==> images/final_congestion.png <==
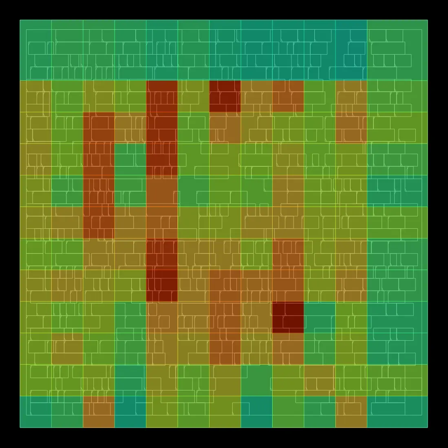
==> images/port_nets.png <==
Scale bar: 20 um.
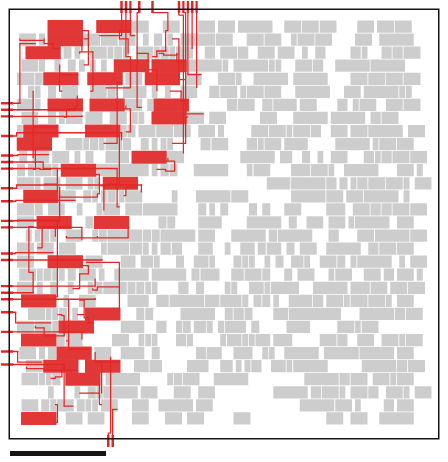
==> images/met1.png <==
Scale bar: 20 um. Supply wires on this layer in grey. Cells faint in the background.
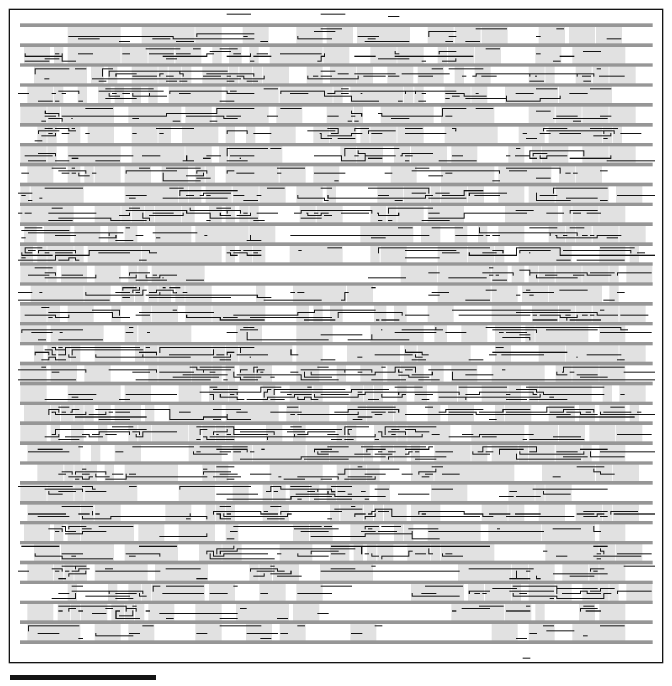
File: src/rtl/ram_ctrl.sv
// Request-side controller for the 32 x 32 single-port RAM: word reads and
// writes over valid/ready, held read response, and a sequential clear sweep.
module ram_ctrl #(
    parameter int RD_LAT     = 1,
    parameter bit CLR_ON_RST = 1'b1
) (
    input  logic        clk,
    input  logic        rst,
    input  logic        req_valid,
    output logic        req_ready,
    input  logic        req_we,
    input  logic [4:0]  req_addr,
    input  logic [31:0] req_wdata,
    output logic        rsp_valid,
    input  logic        rsp_ready,
    output logic [31:0] rsp_data,
    input  logic        clr_start,
    output logic        busy,
    output logic        ram_ena,
    output logic        ram_wena,
    output logic [4:0]  ram_addr,
    output logic [31:0] ram_wdata,
    input  logic [31:0] ram_rdata
);

    typedef enum logic [1:0] {
        CLEAR,
        IDLE,
        RD_WAIT,
        RESP
    } state_t;

    localparam logic [1:0] LAT_LAST = 2'(RD_LAT - 1);

    state_t      state, state_n;
    logic [4:0]  clr_cnt, clr_cnt_n;
    logic [1:0]  lat_cnt, lat_cnt_n;
    logic        ram_ena_n, ram_wena_n;
    logic [4:0]  ram_addr_n;
    logic [31:0] ram_wdata_n;
    logic        req_ready_n, rsp_valid_n, busy_n;
    logic [31:0] rsp_data_n;
    logic        accept;
    logic        clr_done;

    assign accept   = req_valid && req_ready;
    // The counter has wrapped back to 0 right after address 31 went out.
    assign clr_done = ram_wena && (clr_cnt == 5'd0);

    always_ff @(posedge clk) begin
        if (rst) begin
            state     <= CLR_ON_RST ? CLEAR : IDLE;
            clr_cnt   <= 5'd0;
            lat_cnt   <= 2'd0;
            ram_ena   <= 1'b0;
            ram_wena  <= 1'b0;
            ram_addr  <= 5'd0;
            ram_wdata <= 32'd0;
            req_ready <= 1'b0;
            rsp_valid <= 1'b0;
            rsp_data  <= 32'd0;
            busy      <= CLR_ON_RST;
        end else begin
            state     <= state_n;
            clr_cnt   <= clr_cnt_n;
            lat_cnt   <= lat_cnt_n;
            ram_ena   <= ram_ena_n;
            ram_wena  <= ram_wena_n;
            ram_addr  <= ram_addr_n;
            ram_wdata <= ram_wdata_n;
            req_ready <= req_ready_n;
            rsp_valid <= rsp_valid_n;
            rsp_data  <= rsp_data_n;
            busy      <= busy_n;
        end
    end

    always_comb begin
        state_n = state;
        unique case (state)
            IDLE: begin
                if (clr_start)
                    state_n = CLEAR;
                else if (accept && !req_we)
                    state_n = RD_WAIT;
            end
            RD_WAIT: begin
                if (lat_cnt == LAT_LAST)
                    state_n = RESP;
            end
            RESP: begin
                if (rsp_ready)
                    state_n = IDLE;
            end
            CLEAR: begin
                if (clr_done)
                    state_n = IDLE;
            end
        endcase
    end

    always_comb begin
        ram_ena_n   = 1'b0;
        ram_wena_n  = 1'b0;
        ram_addr_n  = ram_addr;
        ram_wdata_n = ram_wdata;
        req_ready_n = 1'b0;
        rsp_valid_n = 1'b0;
        rsp_data_n  = rsp_data;
        clr_cnt_n   = clr_cnt;
        lat_cnt_n   = lat_cnt;
        busy_n      = (state_n != IDLE);
        unique case (state)
            IDLE: begin
                req_ready_n = 1'b1;
                if (clr_start) begin
                    req_ready_n = 1'b0;
                    clr_cnt_n   = 5'd0;
                end else if (accept) begin
                    ram_ena_n  = 1'b1;
                    ram_wena_n = req_we;
                    ram_addr_n = req_addr;
                    if (req_we) begin
                        ram_wdata_n = req_wdata;
                    end else begin
                        req_ready_n = 1'b0;
                        lat_cnt_n   = 2'd0;
                    end
                end
            end
            RD_WAIT: begin
                if (lat_cnt == LAT_LAST) begin
                    rsp_valid_n = 1'b1;
                    rsp_data_n  = ram_rdata;
                end else begin
                    ram_ena_n = 1'b1;
                    lat_cnt_n = lat_cnt + 2'd1;
                end
            end
            RESP: begin
                rsp_valid_n = 1'b1;
                if (rsp_ready) begin
                    rsp_valid_n = 1'b0;
                    req_ready_n = 1'b1;
                end
            end
            CLEAR: begin
                if (clr_done) begin
                    req_ready_n = 1'b1;
                end else begin
                    ram_ena_n   = 1'b1;
                    ram_wena_n  = 1'b1;
                    ram_addr_n  = clr_cnt;
                    ram_wdata_n = 32'd0;
                    clr_cnt_n   = clr_cnt + 5'd1;
                end
            end
        endcase
    end

endmodule

File: config.mk
export PLATFORM = sky130hd
export DESIGN_NAME = ram_ctrl
export DESIGN_NICKNAME = d
export VERILOG_FILES = /design/src/rtl/ram_ctrl.sv
export SDC_FILE = /design/constraint.sdc
export NUM_CORES = 1
export LEC_CHECK = 0
export CORE_MARGIN = 1
export CORE_UTILIZATION = 45
export CTS_CLUSTER_SIZE = 30
export DETAILED_ROUTE_END_ITERATION = 10
export GPL_TIMING_DRIVEN = 0
export PLACE_DENSITY_LB_ADDON = 0.2
export SLEW_MARGIN = 20
export SYNTH_ARGS = -nofsm -noshare
export SYNTH_HDL_FRONTEND = slang
export SYNTH_SLANG_ARGS = --single-unit
export TNS_END_PERCENT = 50
File: constraint.sdc
create_clock -name clk -period 4.25 [get_ports clk]
set_clock_uncertainty 0.1 [all_clocks]
set_input_delay 0.85 -clock clk [delete_from_list [all_inputs] [get_ports clk]]
set_output_delay 0.85 -clock clk [all_outputs]
set_load 0.005 [all_outputs]
==> flow report <==
========================================================================
Largest power group                                            registers
Final routed wirelength across all metal layers                  8950 um
Total I/O pin count                                                  149
Placed Area                                                   5020 sq um
Yosys Chip Area                                               3420 sq um
Filler instances                                                     593
CTS H-Tree Depth                                                       3
Outcome                                                     finished, final reports clean
Area fraction in xor and xnor cells                               0.513%
Via count                                                           3201
Post-Synthesis Cell Area                                      3420 sq um
TritonCTS Sinks                                                       83
Most frequently placed logic cell in the final layout       sky130_fd_sc_hd__clkdlybuf4s50_1
Hold Path Class                                               reg -> reg
Endpoint class of the critical path                             register
Pre-CTS worst setup slack                                        1320 ps
Start point of the critical path                                     rst
Most instantiated flip-flop cell in the synthesis netlist   sky130_fd_sc_hd__dfxtp_1
Overall overflow remaining after global route                          0
Internal reg-to-reg setup slack                                  2370 ps
Area of the placeable core                                    7290 sq um
Final worst path period need                                     2580 ps
Design area                                                   5260 sq um
Setup repair after global routing missed its margin                   no
Post-DP HPWL                                                     6670 um
Data arrival time of the worst path                              2700 ps
========================================================================
Notes on final_congestion.png above:
wire length per cell: 13.6 um
met3 GRT Util: 8.40%
met1 track demand over resource in global routing: 25.5%
post-route core utilization: 72.1%

Notes on port_nets.png above:
Key: rsp_data = red [bits 32, direction output, end cells 32, buffers 32, wire 906 um]

Notes on met1.png above:
The wires run mostly horizontal. The longest straight run is 27.6 um. 556 nets have wire on it. The layer carries 3760 um of wire. The layer holds 42% of the routed length.

==> layout make-up <==
cell class / count / area share [%]
flip-flops and latches: 83 / 31.6
multi-input cells: 278 / 30.3
repair buffers: 148 / 28.2
clock buffers: 11 / 2.88
plain buffers: 27 / 2.62
well taps: 99 / 2.36
clock inverters: 5 / 1.59
inverters: 6 / 0.428
==> per-layer routing <==
metal / up-vias / GRT usage (%)
met5: - / 0
met4: 0 / 8.51
met3: 13 / 8.40
met2: 107 / 37.6
met1: 1464 / 25.5
li1: 1617 / -
==> critical path, stage by stage <==
cell and delay (ps):
sky130_fd_sc_hd__clkdlybuf4s50_1 510, sky130_fd_sc_hd__clkbuf_1 360, sky130_fd_sc_hd__clkbuf_1 420, sky130_fd_sc_hd__clkbuf_1 460, sky130_fd_sc_hd__a21oi_1 90
No activity file was given, so power comes from the tool's default toggle rates.
